$ cat src/rtl/heartbeat_gen.sv
// Board heartbeat generator: a continuous square wave or a blink code of N pulses plus a long gap.
// Firmware can force the line stuck high/low. The force port is named force_mode because "force" is a reserved word.
module heartbeat_gen #(
  parameter int PRESCALE   = 1000,
  parameter int HALF_TICKS = 250,
  parameter int GAP_TICKS  = 1000,
  parameter int CNT_WIDTH  = 12
) (
  input  logic       clk,
  input  logic       rst_l,
  input  logic       en,
  input  logic [3:0] code,
  input  logic [1:0] force_mode,
  output logic       out,
  output logic       active,
  output logic       burst_done
);

  localparam logic [2:0] ST_IDLE  = 3'd0;
  localparam logic [2:0] ST_HIGH  = 3'd1;
  localparam logic [2:0] ST_LOW   = 3'd2;
  localparam logic [2:0] ST_GAP   = 3'd3;
  localparam logic [2:0] ST_FORCE = 3'd4;

  localparam logic [CNT_WIDTH-1:0] PRE_LAST  = CNT_WIDTH'(PRESCALE - 1);
  localparam logic [CNT_WIDTH-1:0] HALF_LAST = CNT_WIDTH'(HALF_TICKS - 1);
  localparam logic [CNT_WIDTH-1:0] GAP_LAST  = CNT_WIDTH'(GAP_TICKS - 1);
  localparam logic [CNT_WIDTH-1:0] CNT_ONE   = CNT_WIDTH'(1);

  logic [2:0]           state, state_nxt;
  logic [CNT_WIDTH-1:0] presc, presc_nxt;
  logic [CNT_WIDTH-1:0] phase, phase_nxt;
  logic [3:0]           code_q, code_q_nxt;
  logic [3:0]           pulse_cnt, pulse_cnt_nxt;
  logic                 out_nxt, active_nxt, done_nxt;
  logic                 running, running_nxt;
  logic                 tick, half_end, gap_end;

  assign running  = (state == ST_HIGH) || (state == ST_LOW) || (state == ST_GAP);
  assign tick     = running && (presc == PRE_LAST);
  assign half_end = tick && (phase == HALF_LAST);
  assign gap_end  = tick && (phase == GAP_LAST);

  // Force beats enable, enable beats the normal sequencing, in every state.
  always_comb begin
    state_nxt     = state;
    code_q_nxt    = code_q;
    pulse_cnt_nxt = pulse_cnt;
    done_nxt      = 1'b0;
    if (force_mode != 2'b00) begin
      state_nxt = ST_FORCE;
    end else if (!en) begin
      state_nxt = ST_IDLE;
    end else begin
      case (state)
        ST_IDLE: begin
          state_nxt     = ST_HIGH;
          code_q_nxt    = code;
          pulse_cnt_nxt = 4'd0;
        end
        ST_HIGH: begin
          if (half_end) state_nxt = ST_LOW;
        end
        ST_LOW: begin
          if (half_end) begin
            if (code_q == 4'd0) begin
              state_nxt = ST_HIGH;
            end else if (pulse_cnt + 4'd1 == code_q) begin
              state_nxt = ST_GAP;
            end else begin
              state_nxt     = ST_HIGH;
              pulse_cnt_nxt = pulse_cnt + 4'd1;
            end
          end
        end
        ST_GAP: begin
          if (gap_end) begin
            state_nxt     = ST_HIGH;
            done_nxt      = 1'b1;
            code_q_nxt    = code;
            pulse_cnt_nxt = 4'd0;
          end
        end
        default: state_nxt = ST_IDLE;
      endcase
    end
  end

  // Running-to-running moves only happen on a tick, so the prescaler wraps exactly at each phase boundary.
  always_comb begin
    running_nxt = (state_nxt == ST_HIGH) || (state_nxt == ST_LOW) || (state_nxt == ST_GAP);
    presc_nxt   = '0;
    if (running && running_nxt && !tick) presc_nxt = presc + CNT_ONE;
    phase_nxt = phase;
    if (state_nxt != state) begin
      phase_nxt = '0;
    end else if (tick) begin
      phase_nxt = phase + CNT_ONE;
    end
    out_nxt    = (state_nxt == ST_HIGH) || ((state_nxt == ST_FORCE) && (force_mode == 2'b10));
    active_nxt = running_nxt;
  end

  always_ff @(posedge clk or negedge rst_l) begin
    if (!rst_l) begin
      state      <= ST_IDLE;
      presc      <= '0;
      phase      <= '0;
      code_q     <= 4'd0;
      pulse_cnt  <= 4'd0;
      out        <= 1'b0;
      active     <= 1'b0;
      burst_done <= 1'b0;
    end else begin
      state      <= state_nxt;
      presc      <= presc_nxt;
      phase      <= phase_nxt;
      code_q     <= code_q_nxt;
      pulse_cnt  <= pulse_cnt_nxt;
      out        <= out_nxt;
      active     <= active_nxt;
      burst_done <= done_nxt;
    end
  end

endmodule

$ cat config.mk
export PLATFORM = sky130hd
export DESIGN_NAME = heartbeat_gen
export DESIGN_NICKNAME = d
export VERILOG_FILES = /design/src/rtl/heartbeat_gen.sv
export SDC_FILE = /design/constraint.sdc
export NUM_CORES = 1
export LEC_CHECK = 0
export CAP_MARGIN = 25
export CORE_UTILIZATION = 40
export CTS_CLUSTER_SIZE = 10
export DETAILED_ROUTE_END_ITERATION = 7
export GPL_TIMING_DRIVEN = 0
export PLACE_DENSITY_LB_ADDON = 0.08
export SYNTH_ARGS = -nofsm -noshare
export SYNTH_HDL_FRONTEND = slang
export SYNTH_SLANG_ARGS = --single-unit
$ cat constraint.sdc
create_clock -name clk -period 2.5 [get_ports clk]
set_input_delay 0.25 -clock clk [delete_from_list [all_inputs] [get_ports clk]]
set_output_delay 0.25 -clock clk [all_outputs]
set_load 0.02 [all_outputs]
### Pin placement, run 1

Drawn at 4 px/µm. Pins as bars across the die edge, other pins in grey.
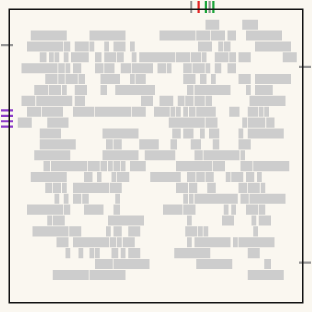
purple -> code  # pins 4, direction input, edge left
red -> en  # pins 1, direction input, edge top
green -> force_mode  # pins 2, direction input, edge top

### Clock routing, run 1

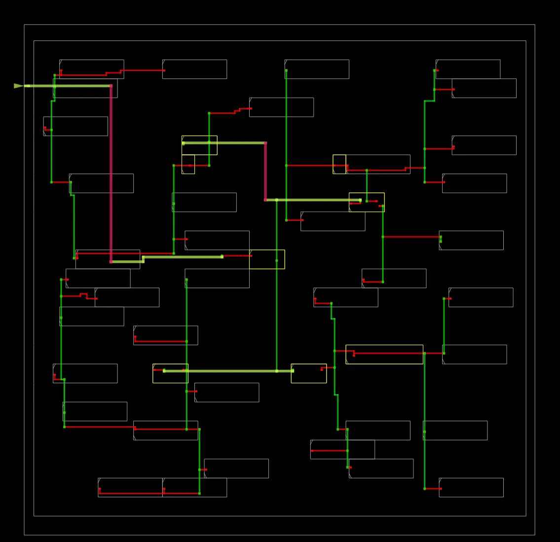
seq_cells: 38
Clock net power: 516 µW
number of buffers inserted during clock tree synthesis: 5
count of clock tree sinks: 38

==> reports/summary.log, run 1 <==
qor: final_timing.achievable-frequency 422.5 MHz
qor: route.routed-wl-met3 108 µm
qor: cells_and_area.area_dominant_class logic gates
qor: cells_and_area.num-nonclk-inverters 10
qor: floorplan.floorplan.rows 25
qor: synthesis.synth.top_cells.by_area sky130_fd_sc_hd__dfrtp_1 47%, sky130_fd_sc_hd__nor2_1 6.1%, sky130_fd_sc_hd__xor2_1 6.1%
qor: synthesis.synth-edff-count 0
qor: cells_and_area.logic_gates 149
qor: final_timing.post-route-min-period 2.367 ns
qor: pwr.static-leakage-power 1.026 nW
qor: floorplan.fp.dieW 73.03 µm
qor: cells_and_area.nets 237
qor: pwr.power_dens_cells 571.2 nW/µm²
qor: synthesis.syn_area_per_cell 9.942 µm²
qor: setup_path.timing.critical_path.slowest_stage_cell sky130_fd_sc_hd__or4_4
qor: cells_and_area.postLayoutCoreUtil 0.4962
qor: place.number_of_port_buffers 11
qor: global_routing.antenna_violations_before_repair 0
qor: synthesis.synth.lib_cells_used.distinct 45
qor: cells_and_area.buffer_area_frac 0.06902
qor: route.drt_iter0_markers 83
qor: route.route.layer.met1.wl 1902 µm
qor: cts.clk_pin_slew_worst_paths 0.08 ns
qor: cts.cts_tree built
qor: synthesis.ys_chip_area 2018 µm²
qor: final_timing.timing_worst_slew_pin_value 0.8440 ns
qor: cells_and_area.insertedDiodeCount 0
qor: run_status.status complete, no violations
qor: cts.h-tree-depth 2
qor: route.ant_nets 0
qor: pwr.max-vdd-ir-drop 296.0 µV
qor: final_timing.timing_hold_violations_final 0
qor: setup_path.cp_max_fo 9
qor: synthesis.mapped_cell_area 2018 µm²
qor: cells_and_area.final_layout_top_logic_cell sky130_fd_sc_hd__dfrtp_1
qor: global_routing.global_route.usage.met3 0.04144
qor: setup_path.regToRegStartpoint state[2]$_DFF_PN0_
qor: setup_path.cp-end-kind flop
qor: synthesis.post_synth_inst_count 203
qor: route.drc 0
qor: floorplan.n_tap_cell 67
qor: cells_and_area.seqAreaFraction 0.4004
qor: cells_and_area.final-seq-area 950.9 µm²
qor: cells_and_area.final_layout_size_suffix_gt1_frac 0.1333
qor: global_routing.grt_first_pass_wirelength 7038 µm
qor: synthesis.yosys_cells 203
qor: floorplan.top_level_ports 12
qor: setup_path.worstPathArrival 2.58 ns
qor: cells_and_area.comb_area_share 0.4336
qor: pwr.total_power 1.357 mW
qor: route.vias 1513
qor: final_timing.slew_viol_final 0
qor: final_timing.final_setup_viols 0
qor: cts.cts.root.buffer_cell sky130_fd_sc_hd__clkbuf_8
qor: cells_and_area.area_growth_syn_to_layout 17.67%
qor: synthesis.synth_flop_count 38
qor: setup_path.cp.required 2.71 ns
qor: setup_path.critPathMaxStageDelay 0.57 ns
qor: global_routing.via_count_of_the_first_global_routing_pass 1499
qor: setup_path.flop_to_flop_setup_slack 0.13 ns
qor: global_routing.global_route.usage.met2 0.2747
qor: worst_hold_path.min-delay-path-class input pin to async pin
qor: cts.clockBufferDepth 2
qor: global_routing.overflow 0
qor: final_timing.slew_headroom 0.4373
qor: setup_path.path_class flop to flop
qor: global_routing.gr-usage-all-layers 0.1724
qor: global_routing.grt_max_degree 39
qor: route.postRouteWirelength 4042 µm
qor: cts.clock_latency 0.29 ns
qor: global_routing.busiest_layer met2
qor: setup_path.worst-r2r-cell-count 8
qor: synthesis.synth-main-ff-cell sky130_fd_sc_hd__dfrtp_1
qor: route.viasPerCell 5.182
qor: cells_and_area.final.clkbuf_count 5
qor: cells_and_area.fillers 449
qor: setup_path.critical_path_buf_inv_count 2
qor: route.drt_pass1_iterations 5
qor: floorplan.design.core.area 4786 µm²
qor: synthesis.top_area_frac 0.4712
### Metal layers overlaid, run 1

Drawn at 4 px/µm.
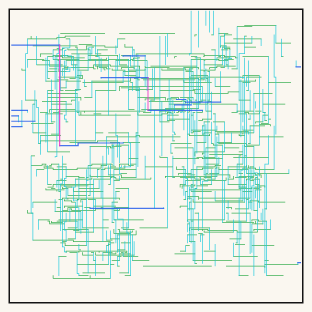
magenta -> met4  # wire length 33.3 µm
blue -> met3  # wire length 109 µm
cyan -> met2  # wire length 2000 µm
green -> met1  # wire length 1900 µm

[run 1: cell usage after synthesis, types with 3 or more instances]
cell type,count
sky130_fd_sc_hd__ha_1,4
sky130_fd_sc_hd__nand3_1,10
sky130_fd_sc_hd__mux2_4,4
sky130_fd_sc_hd__nand4_1,5
sky130_fd_sc_hd__nor2_1,33
sky130_fd_sc_hd__or3_1,3
sky130_fd_sc_hd__dfrtp_1,38
sky130_fd_sc_hd__xnor2_1,11
sky130_fd_sc_hd__xor2_1,14
sky130_fd_sc_hd__nand2_1,10
sky130_fd_sc_hd__a21oi_1,6
sky130_fd_sc_hd__o21ai_1,4
sky130_fd_sc_hd__and4_1,3
sky130_fd_sc_hd__inv_1,9
sky130_fd_sc_hd__o21ai_0,4
sky130_fd_sc_hd__and3_1,7
sky130_fd_sc_hd__buf_2,3
[run 1: sequential cells by signal, summed over array words and instances (netlist names)]
signal,flops
out,1
code_q,4
pulse_cnt,4
active,1
phase,12
presc,12
state,3
burst_done,1
[run 1: kinds of logic (layout without fill, tap and decap cells)]
| family | count (synthesis) | after routing | share of synthesized area |
|---|---|---|---|
| AND-OR/OR-AND | 26 | 26 | 0.08308 |
| XOR/XNOR | 25 | 25 | 0.1085 |
| adder cells (fa/ha/maj) | 4 | 4 | 0.02480 |
| buffers and inverters | 16 | 38 | 0.03533 |
| flip-flops | 38 | 38 | 0.4712 |
| multiplexers | 5 | 5 | 0.03472 |
| AND/OR/NAND/NOR | 89 | 89 | 0.2424 |
[run 1: repair_timing]
action                                  in CTS  in global routing
resized                                      2                  4
buffers inserted                             0                  3
endpoints found under the setup margin      15                 15
hold buffers                                 0                  0
endpoints found under the hold margin        0                  0
pin swaps                                    0                  4
[run 1: how the worst max path moves through the flow]
stage	from	endpoint	slack [ns]	cells after the start
6_report	state[2]$_DFF_PN0_	pulse_cnt[1]$_DFFE_PN0P_	0.13	8
5_1_grt	state[2]$_DFF_PN0_	pulse_cnt[1]$_DFFE_PN0P_	-0.02	8
4_1_cts	state[2]$_DFF_PN0_	pulse_cnt[1]$_DFFE_PN0P_	-0.02	7
3_5_place_dp	state[2]$_DFF_PN0_	phase[11]$_DFFE_PN0P_	-0.004	8
3_3_place_gp	state[2]$_DFF_PN0_	phase[3]$_DFFE_PN0P_	0.01	8
2_1_floorplan	state[2]$_DFF_PN0_	code_q[0]$_DFFE_PN0P_	0.24	7
[run 1: worst reg2reg max path, delay by kind of cell, from the launching register on]
kind            cells  cell delay (ns)
simple gates        3             0.94
compound gates      2             0.44
flops               1             0.39
buf+inv             2             0.34
mux                 1             0.20
[run 1: stage by stage]
stage	instance area, µm²	TNS [ns]	cells	hold slack, ns	setup slack [ns]
final	2375	0	292	0.06316	0.1332
after CTS	2326	-0.01504	289	0.09638	-0.01504
after global routing	2375	-0.02218	292	0.1271	-0.02218
after detailed placement	2207	-0.004809	281	0.4130	-0.004103
after floorplan	2018	0	203	-0.04559	0.2414
after global placement	2212	0	281	0.4751	0.01247
[run 1: report_power, final]
part	switching (mW)	internal (mW)	total [mW]
clock network	0.222	0.294	0.516
logic	0.0863	0.0818	0.168
registers	0.0285	0.644	0.672
==> run 2, diff against run 1 <==
--- a/config.mk
+++ b/config.mk
@@ -10,7 +10,7 @@
 export CTS_CLUSTER_SIZE = 10
 export DETAILED_ROUTE_END_ITERATION = 7
 export GPL_TIMING_DRIVEN = 0
-export PLACE_DENSITY_LB_ADDON = 0.08
+export PLACE_DENSITY_LB_ADDON = 0.2
 export SYNTH_ARGS = -nofsm -noshare
 export SYNTH_HDL_FRONTEND = slang
 export SYNTH_SLANG_ARGS = --single-unit
### Placed cells, one colour a class, run 2

Drawn at 4 px/µm.
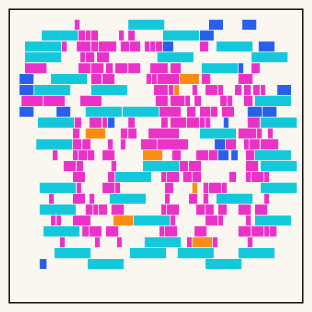
blue -> other buffers and delay cells  # cells 19
cyan -> flip-flops  # cells 38
magenta -> all other logic  # cells 159
orange -> clock drivers and dummy loads  # cells 7

### Pin placement, run 2

Drawn at 4 px/µm. Pins as bars across the die edge, other pins in grey.
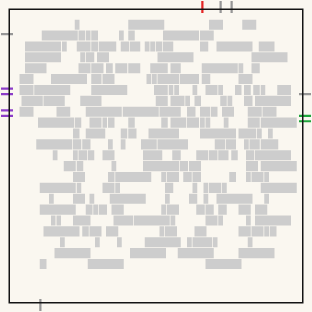
purple -> code  # pins 4, direction input, edge left
red -> en  # pins 1, direction input, edge top
green -> force_mode  # pins 2, direction input, edge right
all pins by edge = 5 left, 3 top, 3 right, 1 bottom

==> run 2 against run 1 <==
Global-route usage down 1.3 points. Die area did not move. Design area decreased by 1.8%. Clock-buffer cell count grew 2. Clock skew grew 0.0028 ns. Sequential share of layout area is 0.75 points higher. Combinational power fell by 2%. Core utilization shrank 0.91 points. Worst hold slack improved by 0.0027 ns. Critical endpoint is now code_q[3]$_DFFE_PN0P_. Largest power group unchanged.
==> reports/summary.log, run 2 <==
qor: cts.number_of_buffers_inserted_during_clock_tree_synthesis 5 [unchanged]
qor: final_timing.timing_worst_slew_pin_value 0.8393 ns [-0.004746 ns]
qor: synthesis.synth-edff-count 0 [unchanged]
qor: cells_and_area.final_layout_top_logic_cell sky130_fd_sc_hd__dfrtp_1
qor: cells_and_area.final_layout_size_suffix_gt1_frac 0.1256 [-0.007773]
qor: cts.clockBufferDepth 2 [unchanged]
qor: cts.cts_tree built
qor: final_timing.achievable-frequency 421.1 MHz [-0.33%]
qor: synthesis.post_synthesis_cell_type_with_the_largest_instance_count sky130_fd_sc_hd__dfrtp_1
qor: pwr.combinationalPowerShare 0.133 [+0.009]
qor: synthesis.mapped_cell_area 2018 µm² [unchanged]
qor: final_timing.slew_headroom 0.4405 [+0.003164]
qor: cells_and_area.top_regs phase (12), presc (12)
qor: synthesis.post_synth_inst_count 203 [unchanged]
qor: synthesis.syn_area_per_cell 9.942 µm² [unchanged]
qor: setup_path.worstPathArrival 2.55 ns [-0.03 ns]
qor: global_routing.grt_max_degree 39 [unchanged]
qor: route.drc 0 [unchanged]
qor: cells_and_area.nets 236 [-0.42%]
qor: pwr.internal_power 917.1 µW [-10%]
qor: place.number_of_port_buffers 11 [unchanged]
qor: final_timing.setup-tns-final 0 ns [unchanged]
qor: setup_path.cp-startpoint state[2]$_DFF_PN0_
qor: setup_path.cp_max_fo 9 [unchanged]
qor: cts.h-tree-depth 2 [unchanged]
qor: setup_path.path_class flop to flop
qor: route.ant_nets 0 [unchanged]
qor: route.vias 1455 [-3.8%]
qor: final_timing.post-route-min-period 2.375 ns [+0.007829 ns]
qor: setup_path.cp-end-kind flop
qor: floorplan.fp.dieW 73.03 µm [unchanged]
qor: run_status.status complete, no violations
qor: final_timing.hold_ws 0.06586 ns [+0.002704 ns]
qor: synthesis.yosys_cells 203 [unchanged]
qor: final_timing.slew_viol_final 0 [unchanged]
qor: pwr.max-vdd-ir-drop 239.3 µV [-19%]
qor: synthesis.ys_chip_area 2018 µm² [unchanged]
qor: global_routing.grt_first_pass_wirelength 6486 µm [-7.8%]
qor: cts.clock_latency 0.29 ns [about the same]
qor: synthesis.list_of_most_frequent_post_synthesis_cells 38 x sky130_fd_sc_hd__dfrtp_1, 33 x sky130_fd_sc_hd__nor2_1, 14 x sky130_fd_sc_hd__xor2_1
qor: cts.cts.root.buffer_cell sky130_fd_sc_hd__clkbuf_8
qor: cts.tritoncts_num_sinks 38 [unchanged]
qor: global_routing.overflow 0 [unchanged]
qor: cells_and_area.insertedDiodeCount 0 [unchanged]
qor: pwr.clock_power_share 0.319 [-0.061]
qor: cts.clk_pin_slew_worst_paths 0.07 ns [about the same]
qor: synthesis.top_area_frac 0.4712 [unchanged]
qor: route.drt_iter0_markers 79 [-4.8%]
## run 2: cell counts after synthesis
Identical to the previous run, type by type.
## run 2: kinds of logic after synthesis
kind of cell	count (synthesis)	share of synthesized area
AOI/OAI and AO/OA	26	0.08308
xor gates and xnor gates	25	0.1085
adders and majority gates	4	0.02480
buffers and inverters	16	0.03533
DFF	38	0.4712
muxes	5	0.03472
and+or+nand+nor	89	0.2424
## run 2: through the flow
step	std cells	setup slack (ns)	total power, mW	cell area, µm²	utilization
6_report	290	0.1254	1.231	2331	0.4871
4_1_cts	288	0.007254	1.237	2285	0.4774
3_3_place_gp	281	0.01131	0.8376	2212	0.4622
5_1_grt	290	0.01096	1.307	2331	0.4871
2_1_floorplan	203	0.2414	0.7902	2018	-
3_5_place_dp	281	0.008810	0.8416	2207	0.4612
## run 2: layer usage
layer  vias to the layer above  GRT usage  part of all wire
met3                         7    0.04696             0.034
li1                        747          -                 -
met1                       685     0.2103              0.51
met4                         0    0.06536             0.018
met5                         -          0                 0
met2                        16     0.2428              0.44
## run 2: cell type report
class                      count  area share
buffer                         6     0.01557
clock buffer                   7     0.03274
inverter                      10     0.01610
multi-input combinational    149      0.4401
sequential                    38      0.4079
tap                           67     0.03596
timing repair buffer          13     0.05153
## run 2: power groups by stage
stage	Clock (mW)	Sequential [mW]	Combinational [mW]
CTS	0.407	0.674	0.157
detailed placement	0	0.685	0.157
finish	0.393	0.674	0.164
global placement	0	0.685	0.153
floorplan	0	0.679	0.111
global route	0.445	0.678	0.184
## run 2: worst paths after layout
| check | endpoint | slack (ns) |
|---|---|---|
| worst min-delay path | presc[2]$_DFF_PN0_ | 0.07 |
| worst min register to register | presc[0]$_DFF_PN0_ | 0.49 |
| min in group clk | presc[0]$_DFF_PN0_ | 0.49 |
| worst max-delay path | code_q[3]$_DFFE_PN0P_ | 0.13 |
| worst max register to register | code_q[3]$_DFFE_PN0P_ | 0.13 |
| max in group asynchronous | phase[5]$_DFFE_PN0P_ | 1.91 |
## run 2: worst max-delay path: stages, from the launching register on
cell                      delay [ns]
sky130_fd_sc_hd__dfrtp_1        0.38
sky130_fd_sc_hd__buf_6          0.14
sky130_fd_sc_hd__or4_4          0.57
sky130_fd_sc_hd__nor4_4         0.35
sky130_fd_sc_hd__and3_1         0.24
sky130_fd_sc_hd__o211a_1        0.16
sky130_fd_sc_hd__o21ai_2        0.11
sky130_fd_sc_hd__mux2_4         0.31
## run 2: timing repair
action	in CTS	in global routing
gates cloned	0	0
endpoints found under the setup margin	1	16
resized	1	7
setup buffers	0	2
pin swaps	0	3
==> run 3, diff against run 2 <==
--- a/config.mk
+++ b/config.mk
@@ -6,9 +6,13 @@
 export NUM_CORES = 1
 export LEC_CHECK = 0
 export CAP_MARGIN = 25
+export CELL_PAD_IN_SITES_DETAIL_PLACEMENT = 1
+export CELL_PAD_IN_SITES_GLOBAL_PLACEMENT = 1
+export CORE_MARGIN = 2
 export CORE_UTILIZATION = 40
 export CTS_CLUSTER_SIZE = 10
 export DETAILED_ROUTE_END_ITERATION = 7
+export GPL_ROUTABILITY_DRIVEN = 0
 export GPL_TIMING_DRIVEN = 0
 export PLACE_DENSITY_LB_ADDON = 0.2
 export SYNTH_ARGS = -nofsm -noshare
### Clock routing, run 3

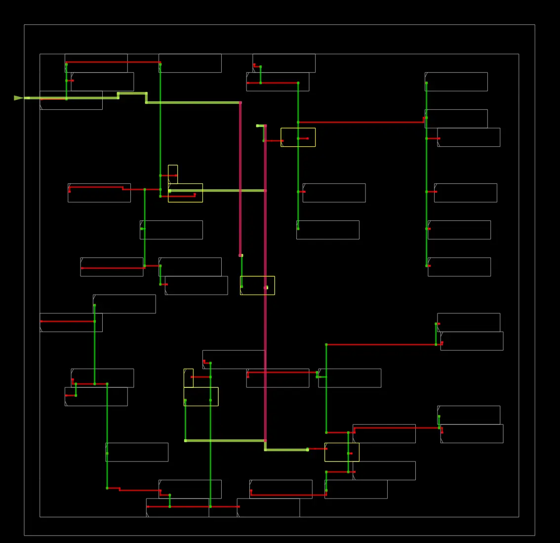
Clock net power: 396 µW
clock latency on the worst-skew pair: 0.29 ns
clock skew after layout: 0.002789 ns
total of clock buffers placed in the layout: 7

### Placed cells, one colour a class, run 3

Drawn at 4 px/µm.
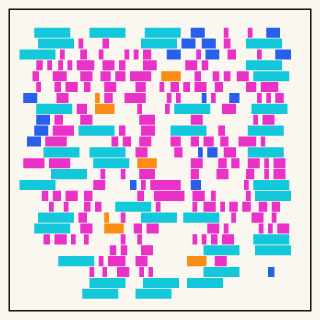
cyan -> flip-flops  # cells 38
magenta -> all other logic  # cells 159
blue -> other buffers and delay cells  # cells 18
orange -> clock drivers and dummy loads  # cells 7

==> run 3 against run 2 <==
Die area is 5.6% higher. Largest power group unchanged. Worst hold slack got worse by 0.0057 ns. First-iteration DRC count fell by 18%. Via count rose by 5.7%.
==> reports/summary.log, run 3 <==
qor: run_status.status complete, no violations
qor: cts.cts_tree built
qor: route.postRouteWirelength 4407 µm
qor: setup_path.cp.required 2.71 ns
qor: synthesis.post_synth_inst_count 203 [unchanged]
qor: global_routing.grt_first_pass_wirelength 7555 µm [+16%]
qor: setup_path.flop_to_flop_setup_slack 0.06 ns [-0.06 ns]
qor: setup_path.critical_path.reg2reg.endpoint pulse_cnt[1]$_DFFE_PN0P_
qor: route.viasPerCell 5.322
qor: setup_path.worstPathArrival 2.65 ns [+0.10 ns]
qor: synthesis.post_synthesis_cell_type_with_the_largest_instance_count sky130_fd_sc_hd__dfrtp_1
qor: synthesis.top_area_frac 0.4712 [unchanged]
qor: cells_and_area.area_growth_syn_to_layout 15.00%
qor: cts.tritoncts_num_sinks 38 [unchanged]
qor: setup_path.path_class flop to flop
qor: final_timing.ratio_of_final_minimum_period_to_clock_period 0.9753
qor: floorplan.fp.dieArea 5630 µm²
qor: synthesis.async_flop_share 1.000
qor: synthesis.synthMuxAreaShare 0.03472 [unchanged]
qor: final_timing.timing_worst_slew_pin_value 0.8396 ns [+0.0003476 ns]
qor: setup_path.regToRegStartpoint state[2]$_DFF_PN0_
qor: cts.hold_buffers 0
qor: cells_and_area.fillers 552
qor: synthesis.list_of_most_frequent_post_synthesis_cells 38 x sky130_fd_sc_hd__dfrtp_1, 33 x sky130_fd_sc_hd__nor2_1, 14 x sky130_fd_sc_hd__xor2_1
qor: pwr.max-vdd-ir-drop 269.0 µV [+12%]
qor: global_routing.global_route.usage.met2 0.3090 [+0.06617]
qor: floorplan.dieHeight 75.03 µm
qor: synthesis.ys_sh_simple 0.2424 [unchanged]
qor: worst_hold_path.min-delay-path-class input pin to async pin
qor: cells_and_area.final_layout_top_logic_cell sky130_fd_sc_hd__dfrtp_1
qor: setup_path.cp_max_fo 9 [unchanged]
qor: synthesis.adder_share 0.02480 [unchanged]
qor: cells_and_area.final_cell_area 2321 µm² [-0.43%]
qor: cts.clk_pin_slew_worst_paths 0.07 ns [about the same]
qor: cts.number_of_buffers_inserted_during_clock_tree_synthesis 5 [unchanged]
qor: setup_path.cp-startpoint state[2]$_DFF_PN0_
qor: global_routing.global_route.usage.met3 0.03614 [-0.01082]
qor: cells_and_area.postLayoutCoreUtil 0.4850 [-0.002092]
qor: cts.clockBufferDepth 2 [unchanged]
qor: synthesis.synth-edff-count 0 [unchanged]
qor: synthesis.mapped_cell_area 2018 µm² [unchanged]
qor: setup_path.worstSetupEndpoint pulse_cnt[1]$_DFFE_PN0P_
qor: global_routing.overflow 0 [unchanged]
qor: cells_and_area.top_regs phase (12), presc (12)
qor: global_routing.groute.layer.met1.usage 0.2164 [+0.006146]
qor: synthesis.main_logic_family_after_synthesis simple AND/OR/NAND/NOR gates
qor: synthesis.ys_chip_area 2018 µm² [unchanged]
qor: route.ant_nets 0 [unchanged]
qor: final_timing.hold_ws 0.06018 ns [-0.005685 ns]
qor: synthesis.syn_area_per_cell 9.942 µm² [unchanged]
qor: global_routing.busiest_layer met2
qor: route.drt_iter0_markers 65 [-18%]
qor: floorplan.initial_core_util 0.4217
qor: synthesis.yosys_cells 203 [unchanged]
qor: setup_path.cp-end-kind flop
qor: final_timing.post-route-min-period 2.438 ns [+0.06374 ns]
qor: route.route.detailed.wl_per_inst 15.25 µm
qor: floorplan.floorplan.rows 25
qor: floorplan.fp.dieW 75.03 µm [+2.7%]
qor: cells_and_area.insertedDiodeCount 0 [unchanged]
qor: global_routing.grt_max_degree 39 [unchanged]
qor: route.drc 0 [unchanged]
qor: synthesis.synth-xor-area-share 0.1085 [unchanged]
qor: synthesis.synth_flop_count 38
qor: place.post_dp_cell_area 2207 µm² [unchanged]
qor: route.vias 1538 [+5.7%]
qor: floorplan.top_level_ports 12
qor: global_routing.via_count_of_the_first_global_routing_pass 1596
qor: final_timing.slew_viol_final 0 [unchanged]
qor: synthesis.yosys.area_share.aoi 0.08308 [unchanged]
qor: place.number_of_port_buffers 11 [unchanged]
qor: cells_and_area.nets 235 [-0.42%]
qor: cts.cts.root.buffer_cell sky130_fd_sc_hd__clkbuf_8
qor: synthesis.synth.lib_cells_used.distinct 45
qor: final_timing.slew_headroom 0.4403 [about the same]
qor: cells_and_area.final_layout_size_suffix_gt1_frac 0.1171 [-0.008443]
qor: cts.h-tree-depth 2 [unchanged]
qor: final_timing.achievable-frequency 410.1 MHz [-2.6%]
-- run 3: cell counts after synthesis --
No cell type changed its count.
-- run 3: metal layers --
metal	wire [µm]	vias up	part of all wire
met5	0	-	0
met4	68	0	0.015
met3	125	6	0.028
met2	2286	19	0.52
met1	1926	768	0.44
li1	-	745	-
-- run 3: worst min-delay path by stage --
stage / from / depth (start not counted) / slack, ns / to
6_report: rst_l / 1 / 0.06 / phase[7]$_DFFE_PN0P_
5_1_grt: rst_l / 1 / 0.13 / phase[6]$_DFFE_PN0P_
4_1_cts: rst_l / 1 / 0.1 / presc[2]$_DFF_PN0_
3_5_place_dp: rst_l / 1 / 0.41 / phase[7]$_DFFE_PN0P_
3_3_place_gp: presc[0]$_DFF_PN0_ / 1 / 0.47 / presc[0]$_DFF_PN0_
2_1_floorplan: rst_l / 0 / -0.05 / active$_DFF_PN0_
-- run 3: critical path: stages (launching register included) --
cell                        delay [ns]
sky130_fd_sc_hd__dfrtp_1          0.37
sky130_fd_sc_hd__buf_6            0.13
sky130_fd_sc_hd__or4_4            0.57
sky130_fd_sc_hd__nor4_4           0.31
sky130_fd_sc_hd__nand4_1          0.12
sky130_fd_sc_hd__buf_4            0.18
sky130_fd_sc_hd__a2111oi_2        0.23
sky130_fd_sc_hd__o31a_2           0.24
sky130_fd_sc_hd__mux2i_1          0.20
-- run 3: stage by stage --
step / instances / setup slack [ns] / setup TNS (ns) / power [mW]
floorplan: 203 / 0.2414 / 0 / 0.7902
global placement: 281 / -0.002586 / -0.005545 / 0.8368
detailed placement: 281 / -0.03465 / -0.1972 / 0.8461
CTS: 288 / -0.006420 / -0.006420 / 1.249
global route: 289 / -0.006942 / -0.006942 / 1.301
finish: 289 / 0.06163 / 0 / 1.236
-- run 3: area by class of cell --
type / count / area [µm²] / area share
multi-input combinational: 149 / 1021 / 0.4399
sequential: 38 / 950.9 / 0.4097
timing repair buffer: 12 / 112.6 / 0.04852
tap: 67 / 83.83 / 0.03612
clock buffer: 7 / 76.32 / 0.03288
buffer: 6 / 38.79 / 0.01671
inverter: 10 / 37.54 / 0.01617
-- run 3: cell families after synthesis --
logic type / after synthesis
multiplexers: 5
adder cells (fa/ha/maj): 4
AND-OR/OR-AND: 26
XOR/XNOR: 25
flip-flops: 38
AND/OR/NAND/NOR: 89
buffers and inverters: 16
-- run 3: timing repair --
item                       in CTS  in global routing
setup endpoints to repair      11                 15
pin swaps                       0                  2
buffers inserted                0                  1
gates resized                   2                  6
-- run 3: report_power, final --
part	switching, mW	total [mW]	internal [mW]
combinational	0.0846	0.166	0.0813
sequential	0.0288	0.673	0.644
clock	0.204	0.396	0.192

==> gallery <==
Cell area per tile.
panel A
Drawn at 4 px/µm. 8 x 8 tiles, from black (low) to pale yellow (high), 0 to 100% covered.
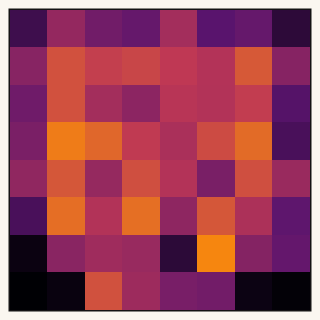
panel B
Drawn at 4 px/µm. 7 x 7 tiles, from black (low) to pale yellow (high), 0 to 100% covered.
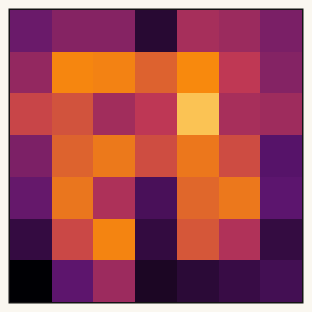
panel C
Drawn at 4 px/µm. 7 x 7 tiles, from black (low) to pale yellow (high), 0 to 100% covered.
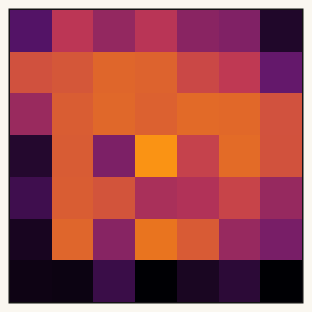
panel A -> run 3
panel C -> run 2
panel B -> run 1

Key to panel A:
mean over tiles = 40%
nearly empty tiles = 3.1%
fullest tile = 73%

No activity file was given, so power comes from the tool's default toggle rates.
